[config.mk]
export PLATFORM = sky130hd
export DESIGN_NAME = datapath_pipe_flat
export DESIGN_NICKNAME = d
export VERILOG_FILES = /design/src/rtl/datapath_pkg.sv /design/src/rtl/datapath_if.sv /design/src/rtl/alu_n.sv /design/src/rtl/datapath_pipe.sv /design/src/flat_wrapper.sv
export SDC_FILE = /design/constraint.sdc
export NUM_CORES = 1
export LEC_CHECK = 0
export CAP_MARGIN = 15
export CORE_MARGIN = 3
export CORE_UTILIZATION = 40
export DETAILED_ROUTE_END_ITERATION = 16
export DONT_BUFFER_PORTS = 1
export MAX_ROUTING_LAYER = met4
export SETUP_SLACK_MARGIN = 0.3
export SYNTH_ARGS = -nofsm -noshare
export SYNTH_HDL_FRONTEND = slang
export SYNTH_SLANG_ARGS = --single-unit
[constraint.sdc]
create_clock -name clk -period 5.8 [get_ports clk]
set_input_delay 0.87 -clock clk [delete_from_list [all_inputs] [get_ports clk]]
set_output_delay 0.87 -clock clk [all_outputs]
set_load 0.05 [all_outputs]
[src/rtl/datapath_pkg.sv]
// Shared types for the two-stage datapath: ALU opcodes, write-back sources and the flags word.
package datapath_pkg;

  typedef enum logic [2:0] {
    ALU_ADD  = 3'd0,
    ALU_SUB  = 3'd1,
    ALU_AND  = 3'd2,
    ALU_OR   = 3'd3,
    ALU_XOR  = 3'd4,
    ALU_PASS = 3'd5,
    ALU_SHL  = 3'd6,
    ALU_SHR  = 3'd7
  } alu_op_e;

  // Encoding 3 is reserved and behaves like WB_ALU.
  typedef enum logic [1:0] {
    WB_ALU   = 2'd0,
    WB_DM    = 2'd1,
    WB_CONST = 2'd2
  } wb_sel_e;

  typedef struct packed {
    logic z;
    logic n;
    logic c;
  } flags_t;

  localparam int unsigned FLAG_Z = 2;
  localparam int unsigned FLAG_N = 1;
  localparam int unsigned FLAG_C = 0;

endpackage

[src/rtl/datapath_if.sv]
// Issue controls, memory data and datapath results exchanged with the control FSM and memory.
interface datapath_if #(
  parameter int unsigned DATA_W  = 16,
  parameter int unsigned ADDR_W  = 4,
  parameter int unsigned CONST_W = 8
) ();

  logic                  issue_valid;
  logic [2:0]            alu_op;
  logic [1:0]            wb_sel;
  logic                  sign_ext;
  logic                  negate;
  logic [CONST_W-1:0]    Val_cons;
  logic [ADDR_W-1:0]     RF_W_addr;
  logic                  RF_W_wr;
  logic [ADDR_W-1:0]     RF_Rp_addr;
  logic                  RF_Rp_rd;
  logic [ADDR_W-1:0]     RF_Rq_addr;
  logic                  RF_Rq_rd;
  logic [DATA_W-1:0]     DM_Din;
  logic [DATA_W-1:0]     Rp_data;
  logic                  RF_Rp_zero;
  logic                  wb_valid;
  logic [DATA_W-1:0]     wb_data;
  datapath_pkg::flags_t  flags;

  // Control / memory side.
  modport master (
    output issue_valid, alu_op, wb_sel, sign_ext, negate, Val_cons,
    output RF_W_addr, RF_W_wr, RF_Rp_addr, RF_Rp_rd, RF_Rq_addr, RF_Rq_rd, DM_Din,
    input  Rp_data, RF_Rp_zero, wb_valid, wb_data, flags
  );

  // Datapath side.
  modport slave (
    input  issue_valid, alu_op, wb_sel, sign_ext, negate, Val_cons,
    input  RF_W_addr, RF_W_wr, RF_Rp_addr, RF_Rp_rd, RF_Rq_addr, RF_Rq_rd, DM_Din,
    output Rp_data, RF_Rp_zero, wb_valid, wb_data, flags
  );

endinterface

[src/rtl/alu_n.sv]
// Combinational 8-op ALU; carry meaning depends on the operation (borrow-free flag for SUB).
module alu_n
  import datapath_pkg::*;
#(
  parameter int unsigned DATA_W = 16
) (
  input  logic [DATA_W-1:0] a_i,
  input  logic [DATA_W-1:0] b_i,
  input  alu_op_e           op_i,
  output logic [DATA_W-1:0] result_o,
  output logic              carry_o
);

  logic [DATA_W:0] sum;

  // Decode the operation into a result and its carry.
  always_comb begin
    result_o = '0;
    carry_o  = 1'b0;
    sum      = '0;
    case (op_i)
      ALU_ADD: begin
        sum      = {1'b0, a_i} + {1'b0, b_i};
        result_o = sum[DATA_W-1:0];
        carry_o  = sum[DATA_W];
      end
      ALU_SUB: begin
        result_o = a_i - b_i;
        carry_o  = (a_i >= b_i);
      end
      ALU_AND:  result_o = a_i & b_i;
      ALU_OR:   result_o = a_i | b_i;
      ALU_XOR:  result_o = a_i ^ b_i;
      ALU_PASS: result_o = a_i;
      ALU_SHL: begin
        result_o = {a_i[DATA_W-2:0], 1'b0};
        carry_o  = a_i[DATA_W-1];
      end
      ALU_SHR: begin
        result_o = {1'b0, a_i[DATA_W-1:1]};
        carry_o  = a_i[0];
      end
      default: ;
    endcase
  end

endmodule

[src/rtl/datapath_pipe.sv]
// Two-stage datapath: issue/read stage with full bypass, execute/write-back stage, flags register.
module datapath_pipe
  import datapath_pkg::*;
#(
  parameter int unsigned DATA_W   = 16,
  parameter int unsigned RF_DEPTH = 16,
  parameter int unsigned ADDR_W   = $clog2(RF_DEPTH),
  parameter int unsigned CONST_W  = 8
) (
  input logic       clk,
  input logic       rst,
  datapath_if.slave dp
);

  logic [DATA_W-1:0]  rf_q [RF_DEPTH];

  logic               ex_valid_q;
  logic [DATA_W-1:0]  ex_a_q;
  logic [DATA_W-1:0]  ex_b_q;
  alu_op_e            ex_op_q;
  logic [1:0]         ex_wb_sel_q;
  logic               ex_sext_q;
  logic               ex_negate_q;
  logic [CONST_W-1:0] ex_const_q;
  logic [ADDR_W-1:0]  ex_dest_q;
  logic               ex_wr_q;
  flags_t             flags_q;

  logic [DATA_W-1:0]  rp_val;
  logic [DATA_W-1:0]  rq_val;
  logic [DATA_W-1:0]  alu_res;
  logic               alu_carry;
  logic [DATA_W-1:0]  const_ext;
  logic [DATA_W-1:0]  sel_val;
  logic               sel_carry;
  logic [DATA_W-1:0]  wb_data;
  logic               ex_writes;

  // A write to R0 is discarded and so must never be forwarded either.
  assign ex_writes = ex_valid_q && ex_wr_q && (ex_dest_q != '0);

  // Operand fetch: register file, then EX bypass, then read-enable gating.
  always_comb begin
    rp_val = (dp.RF_Rp_addr == '0) ? '0 : rf_q[dp.RF_Rp_addr];
    if (ex_writes && (ex_dest_q == dp.RF_Rp_addr)) rp_val = wb_data;
    if (!dp.RF_Rp_rd) rp_val = '0;

    rq_val = (dp.RF_Rq_addr == '0) ? '0 : rf_q[dp.RF_Rq_addr];
    if (ex_writes && (ex_dest_q == dp.RF_Rq_addr)) rq_val = wb_data;
    if (!dp.RF_Rq_rd) rq_val = '0;
  end

  assign dp.Rp_data    = rp_val;
  assign dp.RF_Rp_zero = (rp_val == '0);

  alu_n #(
    .DATA_W (DATA_W)
  ) u_alu (
    .a_i      (ex_a_q),
    .b_i      (ex_b_q),
    .op_i     (ex_op_q),
    .result_o (alu_res),
    .carry_o  (alu_carry)
  );

  // Write-back source select and optional two's-complement negate.
  always_comb begin
    const_ext = ex_sext_q ? DATA_W'($signed(ex_const_q)) : DATA_W'(ex_const_q);
    sel_val   = alu_res;
    sel_carry = alu_carry;
    case (ex_wb_sel_q)
      WB_DM: begin
        sel_val   = dp.DM_Din;
        sel_carry = 1'b0;
      end
      WB_CONST: begin
        sel_val   = const_ext;
        sel_carry = 1'b0;
      end
      default: ;
    endcase
    wb_data = '0;
    if (ex_valid_q) wb_data = ex_negate_q ? (~sel_val + DATA_W'(1'b1)) : sel_val;
  end

  assign dp.wb_valid = ex_valid_q;
  assign dp.wb_data  = wb_data;
  assign dp.flags    = flags_q;

  // Issue -> EX register; a cycle without issue_valid leaves a bubble.
  always_ff @(posedge clk or negedge rst) begin
    if (!rst) begin
      ex_valid_q  <= 1'b0;
      ex_a_q      <= '0;
      ex_b_q      <= '0;
      ex_op_q     <= ALU_ADD;
      ex_wb_sel_q <= '0;
      ex_sext_q   <= 1'b0;
      ex_negate_q <= 1'b0;
      ex_const_q  <= '0;
      ex_dest_q   <= '0;
      ex_wr_q     <= 1'b0;
    end else begin
      ex_valid_q <= dp.issue_valid;
      if (dp.issue_valid) begin
        ex_a_q      <= rp_val;
        ex_b_q      <= rq_val;
        ex_op_q     <= alu_op_e'(dp.alu_op);
        ex_wb_sel_q <= dp.wb_sel;
        ex_sext_q   <= dp.sign_ext;
        ex_negate_q <= dp.negate;
        ex_const_q  <= dp.Val_cons;
        ex_dest_q   <= dp.RF_W_addr;
        ex_wr_q     <= dp.RF_W_wr;
      end
    end
  end

  // Register file write at the end of the EX cycle.
  always_ff @(posedge clk or negedge rst) begin
    if (!rst) begin
      rf_q <= '{default: '0};
    end else if (ex_writes) begin
      rf_q[ex_dest_q] <= wb_data;
    end
  end

  // Flags follow every valid EX op, including compares with no register write.
  always_ff @(posedge clk or negedge rst) begin
    if (!rst) begin
      flags_q <= '0;
    end else if (ex_valid_q) begin
      flags_q.z <= (wb_data == '0);
      flags_q.n <= wb_data[DATA_W-1];
      flags_q.c <= sel_carry;
    end
  end

endmodule
[src/flat_wrapper.sv]
// flat-port wrapper written by rule: the top's interface ports become plain ports
module datapath_pipe_flat import datapath_pkg::*;
#(
  parameter int unsigned DATA_W   = 16,
  parameter int unsigned RF_DEPTH = 16,
  parameter int unsigned ADDR_W   = $clog2(RF_DEPTH),
  parameter int unsigned CONST_W  = 8
)
  (clk, rst, dp_issue_valid, dp_alu_op, dp_wb_sel, dp_sign_ext, dp_negate, dp_Val_cons, dp_RF_W_addr, dp_RF_W_wr, dp_RF_Rp_addr, dp_RF_Rp_rd, dp_RF_Rq_addr, dp_RF_Rq_rd, dp_DM_Din, dp_Rp_data, dp_RF_Rp_zero, dp_wb_valid, dp_wb_data, dp_flags);
  datapath_if #(.DATA_W(DATA_W), .ADDR_W(ADDR_W), .CONST_W(CONST_W)) dp_i ();
  input logic clk;
  input logic rst;
  input wire logic [$bits(dp_i.issue_valid)-1:0] dp_issue_valid;
  input wire logic [$bits(dp_i.alu_op)-1:0] dp_alu_op;
  input wire logic [$bits(dp_i.wb_sel)-1:0] dp_wb_sel;
  input wire logic [$bits(dp_i.sign_ext)-1:0] dp_sign_ext;
  input wire logic [$bits(dp_i.negate)-1:0] dp_negate;
  input wire logic [$bits(dp_i.Val_cons)-1:0] dp_Val_cons;
  input wire logic [$bits(dp_i.RF_W_addr)-1:0] dp_RF_W_addr;
  input wire logic [$bits(dp_i.RF_W_wr)-1:0] dp_RF_W_wr;
  input wire logic [$bits(dp_i.RF_Rp_addr)-1:0] dp_RF_Rp_addr;
  input wire logic [$bits(dp_i.RF_Rp_rd)-1:0] dp_RF_Rp_rd;
  input wire logic [$bits(dp_i.RF_Rq_addr)-1:0] dp_RF_Rq_addr;
  input wire logic [$bits(dp_i.RF_Rq_rd)-1:0] dp_RF_Rq_rd;
  input wire logic [$bits(dp_i.DM_Din)-1:0] dp_DM_Din;
  output wire logic [$bits(dp_i.Rp_data)-1:0] dp_Rp_data;
  output wire logic [$bits(dp_i.RF_Rp_zero)-1:0] dp_RF_Rp_zero;
  output wire logic [$bits(dp_i.wb_valid)-1:0] dp_wb_valid;
  output wire logic [$bits(dp_i.wb_data)-1:0] dp_wb_data;
  output wire logic [$bits(dp_i.flags)-1:0] dp_flags;
  assign dp_i.issue_valid = dp_issue_valid;
  assign dp_i.alu_op = dp_alu_op;
  assign dp_i.wb_sel = dp_wb_sel;
  assign dp_i.sign_ext = dp_sign_ext;
  assign dp_i.negate = dp_negate;
  assign dp_i.Val_cons = dp_Val_cons;
  assign dp_i.RF_W_addr = dp_RF_W_addr;
  assign dp_i.RF_W_wr = dp_RF_W_wr;
  assign dp_i.RF_Rp_addr = dp_RF_Rp_addr;
  assign dp_i.RF_Rp_rd = dp_RF_Rp_rd;
  assign dp_i.RF_Rq_addr = dp_RF_Rq_addr;
  assign dp_i.RF_Rq_rd = dp_RF_Rq_rd;
  assign dp_i.DM_Din = dp_DM_Din;
  assign dp_Rp_data = dp_i.Rp_data;
  assign dp_RF_Rp_zero = dp_i.RF_Rp_zero;
  assign dp_wb_valid = dp_i.wb_valid;
  assign dp_wb_data = dp_i.wb_data;
  assign dp_flags = dp_i.flags;
  datapath_pipe #(.DATA_W(DATA_W), .RF_DEPTH(RF_DEPTH), .ADDR_W(ADDR_W), .CONST_W(CONST_W)) u_core (.clk(clk), .rst(rst), .dp(dp_i));
endmodule
port_nets.png
Bar = 50 um.
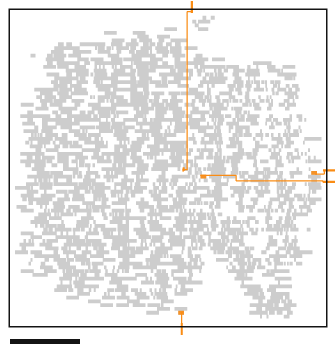
Key: orange = `dp_RF_W_addr` [bits 4, direction input, edge 2 right, 1 bottom, 1 top, end cells 4, buffers 0, wire 237 um]
# IOs: 86
number of input and output port buffers inserted: 0

final_congestion.png
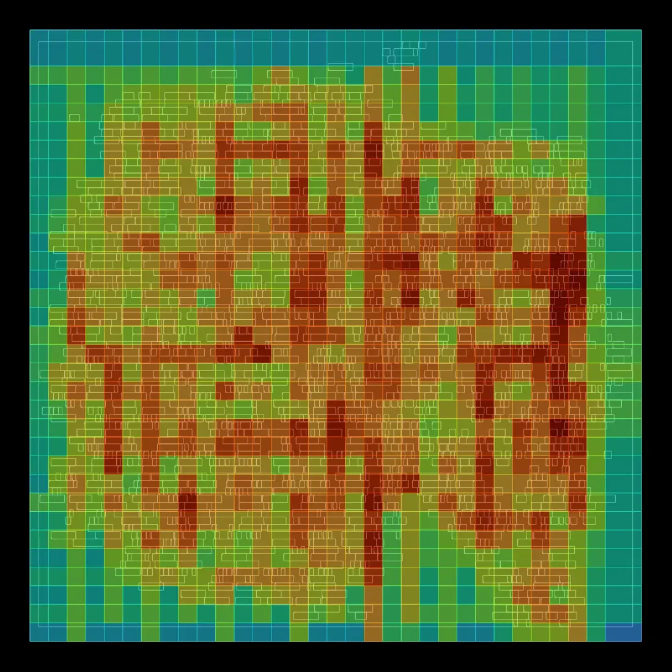
most congested layer reported by global routing: met2
global-route usage over all layers: 25.9%
detailed-route wire length per cell: 26.2 um
final core utilization: 45.9%
met3 Usage GRT: 6.14%

==> results.py <==
# Generated from Yosys and OpenROAD reports
metrics = {
    "cells_and_area": {
        "design_area_um2": 22100,
    },
    "timing": {
        "setup-violations-final": 0,
        "fin_crit_sh_pct": 97.7,
    },
    "logic_synthesis": {
        "enable_flop_cells": 0,
        "synthArstFlopShare_pct": 100,
        "synth-xor-area-share_pct": 1.11,
        "synthDistinctLibCells": 87,
        "yosys_warnings": 0,
        "avgSynthCellArea_um2": 10.6,
    },
    "clock_tree": {
        "cts_inserted_buffers": 38,
        "clock_path_buffers": 3,
        "worstSkewPairLatency_ns": 0.56,
    },
    "grt": {
        "first_global_vias": 15400,
        "grt_first_pass_wirelength_um": 97400,
    },
    "status": {
        "result_of_the_run": "complete, no violations",
    },
    "worst_setup_path": {
        "worstPathCellList": "ha_2 > inv_2 > fa_2 > nor2b_4 > o21a_1 > o2111ai_2 > a311o_1 > o31a_1 > a2111oi_4 > buf_4 > a41oi_4 > xnor2_2 > a21oi_2 > o2111ai_2 > nor4_4 > buf_12",
        "cp_slowest_stage_delay_ns": 0.43,
        "timing.critical_path.depth": 16,
    },
    "place": {
        "place.detailed.hpwl_um": 42100,
    },
    "die": {
        "coreArea_um2": 48000,
    },
    "run": {
        "cap_violations": 0,
    },
    "detailed_routing": {
        "routed_via_density": 6.29,
    },
}
met2.png
Cells faint in the background.
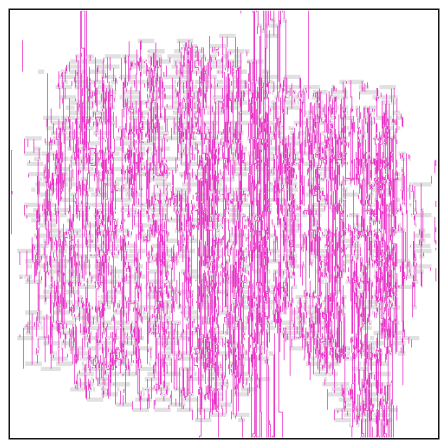
The wires run mostly vertical. The layer holds 47% of the routed length. The layer carries 30.5 mm of wire. 1611 nets have wire on it.
Routed WL: 64500 um
met2 Resource Use GR: 40.7%
vias after detailed routing: 15500

registers in the layout, summed over array words and instances, names as in the netlist:
register,flops
u_core.ex_op_q,3
u_core.ex_wr_q,1
u_core.ex_negate_q,1
u_core.dp.wb_valid,1
u_core.ex_b_q,16
u_core.rf_q,256
u_core.dp.flags,3
u_core.ex_sext_q,1
u_core.ex_wb_sel_q,2
u_core.ex_a_q,16
u_core.ex_dest_q,4
u_core.ex_const_q,8
final cells by class:
type	instances	area, um2	area share (%)
Multi-Input combinational cell	1284	11100	50.5
Sequential cell	312	7820	35.5
Tap cell	615	769	3.49
Clock buffer	54	1080	4.90
Antenna cell	2	5.00	0.0227
Inverter	84	327	1.48
Clock inverter	11	118	0.533
Timing Repair Buffer	99	791	3.59
